[config.mk]
export PLATFORM = sky130hd
export DESIGN_NAME = tlul_txn_tracker
export DESIGN_NICKNAME = d
export VERILOG_FILES = /design/src/rtl/tlul_txn_tracker.sv
export SDC_FILE = /design/constraint.sdc
export NUM_CORES = 1
export LEC_CHECK = 0
export CAP_MARGIN = 15
export CELL_PAD_IN_SITES_DETAIL_PLACEMENT = 0
export CELL_PAD_IN_SITES_GLOBAL_PLACEMENT = 2
export CORE_ASPECT_RATIO = 0.6
export CORE_MARGIN = 10
export CORE_UTILIZATION = 36
export CTS_CLUSTER_DIAMETER = 80
export DETAILED_ROUTE_END_ITERATION = 8
export GPL_TIMING_DRIVEN = 0
export PLACE_DENSITY = 0.82
export SYNTH_ARGS = -nofsm -noshare
export SYNTH_HDL_FRONTEND = slang
export SYNTH_SLANG_ARGS = --single-unit
[constraint.sdc]
create_clock -name clk_24 -period 13.2 [get_ports clk_24]
set_input_delay 2.64 -clock clk_24 [delete_from_list [all_inputs] [get_ports clk_24]]
set_output_delay 2.64 -clock clk_24 [all_outputs]
set_load 0.01 [all_outputs]
[src/rtl/tlul_txn_tracker.sv]
// Passive TileLink-UL A/D tracker: per-source outstanding table, latency
// statistics and registered protocol-violation reporting.
module tlul_txn_tracker #(
    parameter int DATA_WIDTH     = 32,
    parameter int ADDR_WIDTH     = 32,
    parameter int MASK_WIDTH     = DATA_WIDTH / 8,
    parameter int SIZE_WIDTH     = 3,
    parameter int SRC_WIDTH      = 2,
    parameter int OPCODE_WIDTH   = 3,
    parameter int PARAM_WIDTH    = 3,
    parameter int TIMEOUT_CYCLES = 256,
    parameter int CNT_WIDTH      = 16
) (
    input  logic                    clk_24,
    input  logic                    reset,
    input  logic                    a_valid,
    input  logic                    a_ready,
    input  logic [OPCODE_WIDTH-1:0] a_opcode,
    input  logic [PARAM_WIDTH-1:0]  a_param,
    input  logic [SIZE_WIDTH-1:0]   a_size,
    input  logic [SRC_WIDTH-1:0]    a_source,
    input  logic [ADDR_WIDTH-1:0]   a_address,
    input  logic [MASK_WIDTH-1:0]   a_mask,
    input  logic [DATA_WIDTH-1:0]   a_data,
    input  logic                    d_valid,
    input  logic                    d_ready,
    input  logic [OPCODE_WIDTH-1:0] d_opcode,
    input  logic [PARAM_WIDTH-1:0]  d_param,
    input  logic [SIZE_WIDTH-1:0]   d_size,
    input  logic [SRC_WIDTH-1:0]    d_source,
    input  logic                    d_sink,
    input  logic [DATA_WIDTH-1:0]   d_data,
    input  logic                    d_error,
    output logic                    err_valid,
    output logic [3:0]              err_code,
    output logic [SRC_WIDTH-1:0]    err_source,
    output logic [6:0]              err_sticky,
    output logic [SRC_WIDTH:0]      outstanding,
    output logic [CNT_WIDTH-1:0]    req_count,
    output logic [CNT_WIDTH-1:0]    rsp_count,
    output logic [CNT_WIDTH-1:0]    derr_count,
    output logic [CNT_WIDTH-1:0]    max_latency
);

    localparam int NSRC = 2 ** SRC_WIDTH;
    localparam int AW = OPCODE_WIDTH + PARAM_WIDTH + SIZE_WIDTH + SRC_WIDTH
                      + ADDR_WIDTH + MASK_WIDTH + DATA_WIDTH;
    localparam int DW = OPCODE_WIDTH + PARAM_WIDTH + SIZE_WIDTH + SRC_WIDTH
                      + 1 + DATA_WIDTH + 1;
    localparam logic [CNT_WIDTH-1:0] AGE_MAX  = '1;
    localparam logic [CNT_WIDTH-1:0] TOUT_AGE = CNT_WIDTH'(TIMEOUT_CYCLES - 1);

    logic a_fire, d_fire, a_legal;
    logic [AW-1:0] a_bus, a_snap_q;
    logic [DW-1:0] d_bus, d_snap_q;
    logic a_stall_q, d_stall_q;
    logic [SRC_WIDTH-1:0] a_src_q, d_src_q;

    assign a_fire  = a_valid && a_ready;
    assign d_fire  = d_valid && d_ready;
    assign a_legal = (a_opcode == OPCODE_WIDTH'(0)) || (a_opcode == OPCODE_WIDTH'(1))
                  || (a_opcode == OPCODE_WIDTH'(4));
    assign a_bus = {a_opcode, a_param, a_size, a_source, a_address, a_mask, a_data};
    assign d_bus = {d_opcode, d_param, d_size, d_source, d_sink, d_data, d_error};

    logic [NSRC-1:0]      busy_q, busy_d, exp_q, exp_d, tout_q, tout_d, tout_hit;
    logic [SIZE_WIDTH-1:0] size_q [NSRC];
    logic [SIZE_WIDTH-1:0] size_d [NSRC];
    logic [CNT_WIDTH-1:0]  age_q  [NSRC];
    logic [CNT_WIDTH-1:0]  age_d  [NSRC];

    logic                 d_hit;
    logic [6:0]           viol;
    logic [3:0]           code;
    logic [SRC_WIDTH-1:0] src, tout_src;
    logic [CNT_WIDTH-1:0] lat, max_d;
    logic [SRC_WIDTH:0]   busy_cnt;

    always_comb begin
        busy_d   = busy_q;
        exp_d    = exp_q;
        tout_d   = tout_q;
        size_d   = size_q;
        age_d    = age_q;
        tout_hit = '0;
        tout_src = '0;
        busy_cnt = '0;
        d_hit    = busy_q[d_source];
        lat      = (age_q[d_source] == AGE_MAX) ? AGE_MAX : age_q[d_source] + 1'b1;
        max_d    = max_latency;

        for (int i = 0; i < NSRC; i++) begin
            if (busy_q[i] && age_q[i] != AGE_MAX)
                age_d[i] = age_q[i] + 1'b1;
            // A response landing on the timeout edge itself closes in time.
            if (busy_q[i] && !tout_q[i] && age_q[i] == TOUT_AGE
                && !(d_fire && d_source == SRC_WIDTH'(i))) begin
                tout_hit[i] = 1'b1;
                tout_d[i]   = 1'b1;
            end
        end
        for (int i = NSRC - 1; i >= 0; i--)
            if (tout_hit[i]) tout_src = SRC_WIDTH'(i);

        // D is checked against the pre-update table, then A is applied.
        if (d_fire && d_hit) begin
            busy_d[d_source] = 1'b0;
            exp_d[d_source]  = 1'b0;
            tout_d[d_source] = 1'b0;
            size_d[d_source] = '0;
            age_d[d_source]  = '0;
            if (lat > max_latency) max_d = lat;
        end
        if (a_fire && a_legal) begin
            busy_d[a_source] = 1'b1;
            exp_d[a_source]  = (a_opcode == OPCODE_WIDTH'(4));
            tout_d[a_source] = 1'b0;
            size_d[a_source] = a_size;
            age_d[a_source]  = '0;
        end
        for (int i = 0; i < NSRC; i++)
            busy_cnt = busy_cnt + (SRC_WIDTH + 1)'(busy_d[i]);

        viol[0] = a_stall_q && (!a_valid || a_bus != a_snap_q);
        viol[1] = d_stall_q && (!d_valid || d_bus != d_snap_q);
        viol[2] = a_fire && !a_legal;
        viol[3] = a_fire && a_legal && busy_q[a_source]
               && !(d_fire && d_source == a_source);
        viol[4] = d_fire && !d_hit;
        viol[5] = d_fire && d_hit
               && (d_opcode != OPCODE_WIDTH'(exp_q[d_source])
                   || d_size != size_q[d_source]);
        viol[6] = |tout_hit;

        code = '0;
        for (int k = 6; k >= 0; k--)
            if (viol[k]) code = 4'(k + 1);
        case (code)
            4'd1:       src = a_src_q;
            4'd2:       src = d_src_q;
            4'd3, 4'd4: src = a_source;
            4'd5, 4'd6: src = d_source;
            4'd7:       src = tout_src;
            default:    src = '0;
        endcase
    end

    always_ff @(posedge clk_24 or posedge reset) begin
        if (reset) begin
            a_stall_q   <= 1'b0;
            d_stall_q   <= 1'b0;
            a_snap_q    <= '0;
            d_snap_q    <= '0;
            a_src_q     <= '0;
            d_src_q     <= '0;
            busy_q      <= '0;
            exp_q       <= '0;
            tout_q      <= '0;
            for (int i = 0; i < NSRC; i++) begin
                size_q[i] <= '0;
                age_q[i]  <= '0;
            end
            err_valid   <= 1'b0;
            err_code    <= '0;
            err_source  <= '0;
            err_sticky  <= '0;
            outstanding <= '0;
            req_count   <= '0;
            rsp_count   <= '0;
            derr_count  <= '0;
            max_latency <= '0;
        end else begin
            a_stall_q   <= a_valid && !a_ready;
            d_stall_q   <= d_valid && !d_ready;
            a_snap_q    <= a_bus;
            d_snap_q    <= d_bus;
            a_src_q     <= a_source;
            d_src_q     <= d_source;
            busy_q      <= busy_d;
            exp_q       <= exp_d;
            tout_q      <= tout_d;
            size_q      <= size_d;
            age_q       <= age_d;
            err_valid   <= |viol;
            err_code    <= code;
            err_source  <= src;
            err_sticky  <= err_sticky | viol;
            outstanding <= busy_cnt;
            req_count   <= req_count + CNT_WIDTH'(a_fire);
            rsp_count   <= rsp_count + CNT_WIDTH'(d_fire);
            derr_count  <= derr_count + CNT_WIDTH'(d_fire && d_error);
            max_latency <= max_d;
        end
    end

endmodule

==> out/qor.log, run 1 <==
qor: clocking.cts-htree-levels 1
qor: global_route.grt_first_pass_wirelength 60.2 mm
qor: finish.clkbuf_count 43
qor: yosys.ys_chip_area 0.0138 mm^2
qor: setup_path.worst-r2r-cell-count 16
qor: drt.routed_wire_length_per_instance 19.6 um
qor: finish.logic_area 0.00602 mm^2
qor: finish.signal_buffers 232
qor: finish.layout.clock.cell_area_share 6.12%
qor: drt.finalWirelength 38.9 mm
qor: yosys.yosys_warnings 0
qor: yosys.synth-simple-area-share 15.2%
qor: final_timing.finalSetupViolations 0
qor: run.max_cap_violations 0
qor: drt.met3_length 2.75 mm
qor: final_timing.fin_worst_hold_slack 470 ps
qor: finish.flop_area 0.00736 mm^2
qor: placement.post_place_setup_slack 5780 ps
qor: yosys.flop_cell sky130_fd_sc_hd__dfrtp_1
qor: finish.antenna_cells 1
qor: final_timing.max_slew.worst_pin.slew 949 ps
qor: global_route.grt_start_max_net_pins 119
qor: setup_path.worstPathCellList clkdlybuf4s50_1, buf_2, buf_4, mux4_1, ha_1, and3_1, nand3_2, nor3_2, nand2_2, buf_4, nand2_1, ha_1, a21o_1, a21o_1, a21oi_1, o211ai_1, o21ai_2, buf_2, mux2_2
qor: drt.met2RoutedLength 15.2 mm
qor: power_and_ir_drop.pg_comb 0.709 mW
qor: finish.fin_nets 1605
qor: final_timing.drv_slew 0
qor: finish.largestRegisters a_snap_q (78), age_q (64), d_snap_q (44)
qor: final_timing.rsz0062_at_grt false
qor: setup_path.cpPeakStageDelay 500 ps
qor: setup_path.critPathArrivalTime 7320 ps
qor: finish.stdcell_count 1983
qor: yosys.mux_share 5.87%
qor: floorplanning.die_y 171 um
qor: setup_path.data_required_time_at_the_worst_endpoint 13650 ps
qor: yosys.yosys_reg_bits 294
qor: global_route.grtUsageMet2 22.4%
qor: clocking.clkSlewWorstSetupHoldPaths 70 ps
qor: setup_path.worstSetupPathType in -> reg
qor: min_path.worstHoldPathType reg -> reg
qor: yosys.post_synth_edffs 0
qor: finish.logic_gate_count 824
qor: finish.largest_register a_snap_q
qor: yosys.synthCells 1201
qor: power_and_ir_drop.power.clock.fraction 32.1%
qor: finish.area_dominant_cell_class_after_layout registers
qor: yosys.topCombFamilyByArea simple AND/OR/NAND/NOR gates
qor: yosys.post_synth.cell_area_avg 11.5 um^2
qor: drt.number_of_drc_violations_after_detailed_routing 0
qor: power_and_ir_drop.power.density_cell_area 163 mW/mm^2
qor: yosys.syn_nets 1361
qor: global_route.grt_busiest_layer met1
qor: outcome.status finished, final reports clean
qor: power_and_ir_drop.pwr.group.sequential 1.25 mW
qor: power_and_ir_drop.comb_power_share 24.6%
qor: final_timing.max-slew-margin-rel 35.9%
qor: power_and_ir_drop.pg_clk 0.924 mW
qor: floorplanning.ios 211
qor: finish.area.growth.synth_to_final 28.2%
qor: setup_path.slowest_stage sky130_fd_sc_hd__clkdlybuf4s50_1
qor: setup_path.crit_end max_latency[3]
qor: setup_path.critPathBufInv 5
qor: power_and_ir_drop.swShare 31.1%
qor: setup_path.cp_max_fo 10
qor: global_route.global_routing_usage_on_met3 4.85%
qor: drt.drtAntennaViolNets 0
qor: setup_path.setup.worst_path.end_class flip-flop
qor: yosys.syn-cell-area 0.0138 mm^2
qor: global_route.grt_usage 16.5%
qor: clocking.tritoncts built
qor: finish.fillCellCount 3541
qor: setup_path.path_delay_family buffers and inverters
qor: drt.drt-vias-per-instance 4.99
qor: min_path.timing.hold.worst_endpoint err_sticky[5]
qor: min_path.min_from err_sticky[5]
qor: setup_path.crit-reg2reg-capture max_latency[3]
qor: clocking.clock_sinks 294
qor: final_timing.finalClockSkew 19.3 ps
qor: clocking.cts.path.max_buffers 3
qor: drt.routed.top_layer met4
qor: yosys.synth.area.top_cells sky130_fd_sc_hd__dfrtp_1 (53%), sky130_fd_sc_hd__xnor2_1 (6.7%), sky130_fd_sc_hd__xor2_1 (6.1%)
qor: power_and_ir_drop.total_leakage_power 7.57 nW
qor: clocking.root_buffer sky130_fd_sc_hd__clkbuf_16
qor: yosys.netlist_top_cells_count sky130_fd_sc_hd__dfrtp_1 (294), sky130_fd_sc_hd__xnor2_1 (105), sky130_fd_sc_hd__nor2_1 (103)
qor: power_and_ir_drop.cellInternalPower 1.98 mW
Run 1, wiring heat map:
Bar = 100 um. 27 x 17 tiles, from dark blue (low) to red (high), scaled to the fullest tile. Values are wire area over tile area, all layers added.
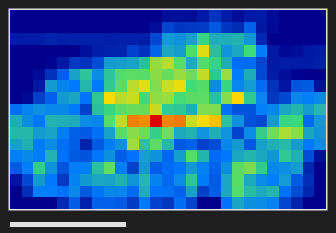
- tiles over half the peak: 14%
- mean over tiles: 0.13
- fullest tile: 0.50
- densest ninth of the die: centre
- emptiest ninth of the die: upper left
- nearly empty tiles: 16%

Run 1, signal wires on met1:
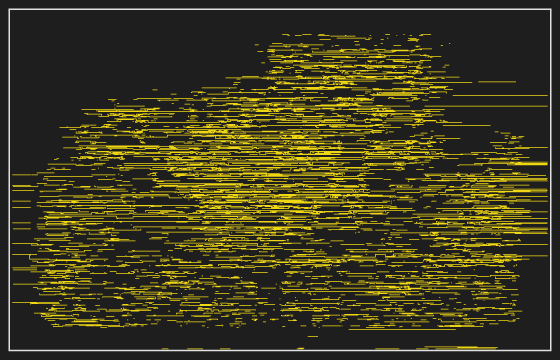
- nets with wire on the layer: 1506
- longest straight run: 113 um
- wire length on this layer: 20.6 mm
met1 usage in global routing: 25.7%
Via Count: 9888

Run 1, cell classes on the final placement:
Fill, decap, tap and diode cells in grey.
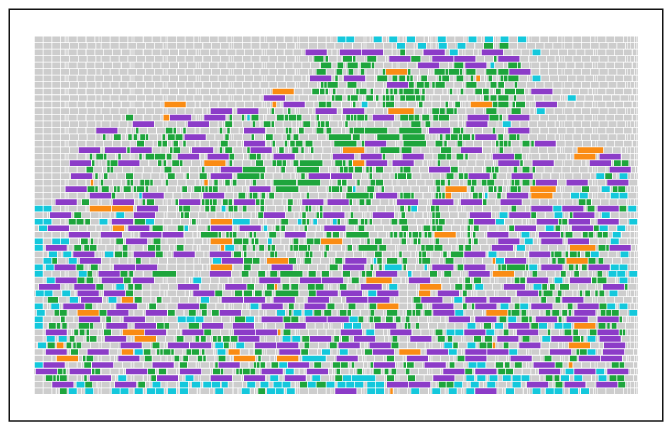
- purple: registers (cells 294; share of their area 43%)
- green: remaining logic cells (cells 887; share of their area 37%)
- cyan: remaining buffers and delay cells (cells 232; share of their area 13%)
- orange: clock drivers and dummy loads (cells 56; share of their area 6.4%)
design area: 0.0176 mm^2
fraction of the core area covered by cells at the end of the flow: 46.8%
sequential share of cell area: 41.7%
standard-cell row count: 55
area of the placeable core: 0.0377 mm^2

Run 1, metal 3:
Bar = 100 um.
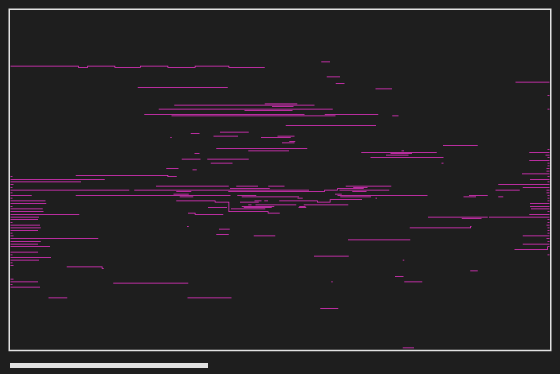

==> run 2: changes to the inputs <==
--- a/config.mk
+++ b/config.mk
@@ -10,11 +10,11 @@
 export CELL_PAD_IN_SITES_GLOBAL_PLACEMENT = 2
 export CORE_ASPECT_RATIO = 0.6
 export CORE_MARGIN = 10
-export CORE_UTILIZATION = 36
+export CORE_UTILIZATION = 32
 export CTS_CLUSTER_DIAMETER = 80
 export DETAILED_ROUTE_END_ITERATION = 8
 export GPL_TIMING_DRIVEN = 0
-export PLACE_DENSITY = 0.82
+export PLACE_DENSITY = 0.77
 export SYNTH_ARGS = -nofsm -noshare
 export SYNTH_HDL_FRONTEND = slang
 export SYNTH_SLANG_ARGS = --single-unit
==> constraint.sdc (replaced) <==
create_clock -name clk_24 -period 6.11 [get_ports clk_24]
set_input_delay 1.222 -clock clk_24 [delete_from_list [all_inputs] [get_ports clk_24]]
set_output_delay 1.222 -clock clk_24 [all_outputs]
set_load 0.01 [all_outputs]
Run 2, metal 3:
Bar = 100 um.
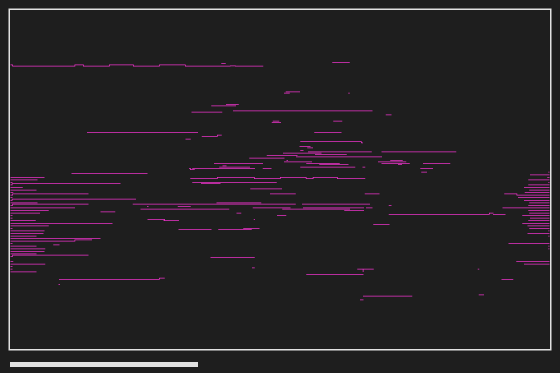
- longest straight run: 86.5 um
- main direction: horizontal
- nets with wire on the layer: 121
- wire length on this layer: 2710 um
- share of all routed wire: 6.9%

Run 2, cell classes on the final placement:
Fill, decap, tap and diode cells in grey.
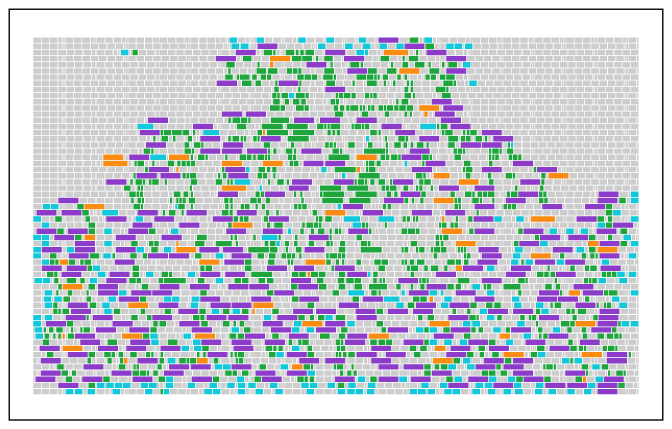
- purple: registers (cells 294; share of their area 43%)
- orange: clock drivers and dummy loads (cells 61; share of their area 6.8%)
- green: remaining logic cells (cells 887; share of their area 36%)
- cyan: remaining buffers and delay cells (cells 238; share of their area 14%)

==> run 2 against run 1 <==
  * Die size grew 11%
  * Critical path type unchanged
  * Clock skew grew 13 ps
  * Area after synthesis is the same
  * Critical endpoint is now max_latency[4]
==> out/qor.log, run 2 <==
qor: outcome.status finished, final reports clean
qor: setup_path.path_delay_family buffers and inverters
qor: floorplanning.num_rows 58
qor: power_and_ir_drop.pg_comb 1.53 mW
qor: setup_path.setup.worst_path.end_class flip-flop
qor: global_route.grt_first_pass_wirelength 61.9 mm
qor: yosys.topCombFamilyByArea simple AND/OR/NAND/NOR gates
qor: finish.flop_area 0.00736 mm^2
qor: global_route.global_routing_usage_on_met3 4.22%
qor: yosys.synth.area.top_cells sky130_fd_sc_hd__dfrtp_1 (53%), sky130_fd_sc_hd__xnor2_1 (6.7%), sky130_fd_sc_hd__xor2_1 (6.1%)
qor: clocking.clock_sinks 294
qor: finish.area.growth.synth_to_final 30.3%
qor: power_and_ir_drop.pg_clk 2.11 mW
qor: min_path.worstHoldPathType reg -> reg
qor: yosys.syn_nets 1361
qor: yosys.synthCells 1201
qor: drt.routed_wire_length_per_instance 19.1 um
qor: yosys.flop_cell sky130_fd_sc_hd__dfrtp_1
qor: yosys.post_synth.cell_area_avg 11.5 um^2
qor: floorplanning.die_y 181 um
qor: final_timing.rsz0062_at_grt false
qor: global_route.grt_start_max_net_pins 40
qor: finish.layout.core_utilization 42.5%
qor: finish.stdcell_count 2053
qor: drt.drt-vias-per-instance 4.82
qor: setup_path.critPathBufInv 5
qor: finish.area_dominant_cell_class_after_layout registers
qor: drt.number_of_drc_violations_after_detailed_routing 0
qor: global_route.grtUsageMet2 20.5%
qor: power_and_ir_drop.power.clock.fraction 33.3%
qor: setup_path.slowest_stage sky130_fd_sc_hd__clkdlybuf4s50_1
qor: finish.signal_buffers 238
qor: setup_path.crit_end max_latency[4]
qor: floorplanning.core-area 0.0422 mm^2
qor: power_and_ir_drop.power.density_cell_area 353 mW/mm^2
qor: floorplanning.ios 211
qor: setup_path.worstPathCellList clkdlybuf4s50_1, buf_2, buf_4, mux4_1, ha_1, and3_1, nand3_2, nor3_2, nand2_2, buf_4, nand2_1, ha_1, a2111oi_0, o211ai_1, o21ai_2, buf_2, mux2_2
qor: drt.met3_length 2.71 mm
qor: final_timing.max-slew-margin-rel 33.0%
qor: yosys.post_synth_edffs 0
qor: clocking.cts-htree-levels 2
qor: power_and_ir_drop.swShare 31.5%
qor: finish.largest_register a_snap_q
qor: clocking.clkSlewWorstSetupHoldPaths 60 ps
qor: yosys.yosys_reg_bits 294
qor: final_timing.finalClockSkew 32.5 ps
qor: final_timing.max_slew.worst_pin.slew 997 ps
qor: global_route.grt_busiest_layer met1
qor: finish.fillCellCount 4006
qor: drt.finalWirelength 39.2 mm
qor: setup_path.cp_max_fo 10
qor: setup_path.data_required_time_at_the_worst_endpoint 6510 ps
qor: setup_path.worst-r2r-cell-count 14
qor: finish.clkbuf_count 48
qor: global_route.groute.layer.met1.usage 23.3%
qor: min_path.timing.hold.worst_endpoint err_sticky[2]
qor: finish.area.share.sequential 41.1%
qor: min_path.min_from err_sticky[2]
qor: finish.largestRegisters a_snap_q (78), age_q (64), d_snap_q (44)
qor: yosys.mux_share 5.87%
qor: finish.logic_gate_count 824
qor: setup_path.crit-reg2reg-capture max_latency[4]
qor: yosys.netlist_top_cells_count sky130_fd_sc_hd__dfrtp_1 (294), sky130_fd_sc_hd__xnor2_1 (105), sky130_fd_sc_hd__nor2_1 (103)
Run 2, wiring heat map:
Bar = 100 um. 29 x 18 tiles, from dark blue (low) to red (high), scaled to the fullest tile. Values are wire area over tile area, all layers added.
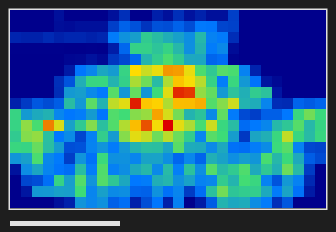

==> run 3: changes to the inputs <==
--- a/config.mk
+++ b/config.mk
@@ -14,6 +14,7 @@
 export CTS_CLUSTER_DIAMETER = 80
 export DETAILED_ROUTE_END_ITERATION = 8
 export GPL_TIMING_DRIVEN = 0
+export MAX_ROUTING_LAYER = met4
 export PLACE_DENSITY = 0.77
 export SYNTH_ARGS = -nofsm -noshare
 export SYNTH_HDL_FRONTEND = slang
Run 3, wiring heat map:
Bar = 100 um. 29 x 18 tiles, from dark blue (low) to red (high), scaled to the fullest tile. Values are wire area over tile area, all layers added.
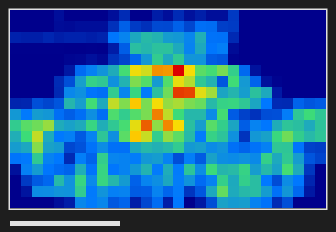
- mean over tiles: 0.12
- tiles over half the peak: 11%
- nearly empty tiles: 22%
wire per inst: 19.1 um
total wire length: 39.3 mm
global-route total usage across every layer: 15.5%

==> run 3 against run 2 <==
  * Die size stayed put
  * Via count hardly changed
  * Fmax is 0.30% higher
  * Final area hardly changed
  * Clock skew is 1.4 ps higher
  * Power is 0.12% higher
  * Cell count hardly changed
  * Synthesized cell count stayed put
  * Largest cell class unchanged
  * Flip-flop count stayed put
  * Sequential share of layout area hardly changed
==> out/qor.log, run 3 <==
qor: setup_path.cp_max_fo 10
qor: yosys.netlist_top_cells_count sky130_fd_sc_hd__dfrtp_1 (294), sky130_fd_sc_hd__xnor2_1 (105), sky130_fd_sc_hd__nor2_1 (103)
qor: clocking.clkSlewWorstSetupHoldPaths 60 ps
qor: global_route.grt_start_max_net_pins 40
qor: setup_path.crit-reg2reg-capture max_latency[4]
qor: yosys.mux_share 5.87%
qor: yosys.ys_chip_area 0.0138 mm^2
qor: finish.logic_gate_count 824
qor: setup_path.critPathArrivalTime 5840 ps
qor: power_and_ir_drop.total_leakage_power 7.67 nW
qor: clocking.cts-htree-levels 2
qor: power_and_ir_drop.pwr.group.sequential 2.69 mW
qor: global_route.grt_first_pass_wirelength 61.9 mm
qor: finish.area_dominant_cell_class_after_layout registers
qor: finish.fillCellCount 4004
qor: floorplanning.ios 211
qor: power_and_ir_drop.power.clock.fraction 33.4%
qor: finish.area.share.sequential 41.1%
qor: global_route.grtUsageMet2 20.4%
qor: floorplanning.die_y 181 um
qor: power_and_ir_drop.pg_clk 2.12 mW
qor: yosys.yosys_warnings 0
qor: setup_path.crit_end max_latency[4]
qor: drt.drt-vias-per-instance 4.81
qor: yosys.yosys_reg_bits 294
qor: finish.clkbuf_count 48
qor: drt.number_of_drc_violations_after_detailed_routing 0
qor: clocking.root_buffer sky130_fd_sc_hd__clkbuf_16
qor: setup_path.cpPeakStageDelay 540 ps
qor: global_route.groute.layer.met1.usage 23.6%
qor: setup_path.data_required_time_at_the_worst_endpoint 6510 ps
qor: final_timing.finalSetupViolations 0
qor: finish.area.growth.synth_to_final 30.3%
qor: yosys.syn-cell-area 0.0138 mm^2
qor: clocking.cts.path.max_buffers 3
qor: outcome.status finished, final reports clean
qor: yosys.syn_nets 1361
qor: global_route.grt_busiest_layer met1
Run 3, metal 3:
Bar = 100 um.
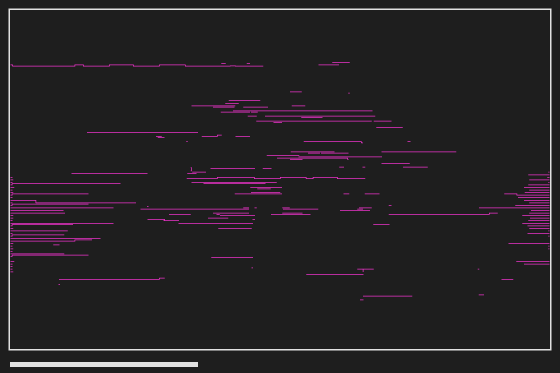
- main direction: horizontal
- longest straight run: 74.1 um
- wire length on this layer: 2670 um
- nets with wire on the layer: 128

Power is estimated from default activity; no workload was simulated.
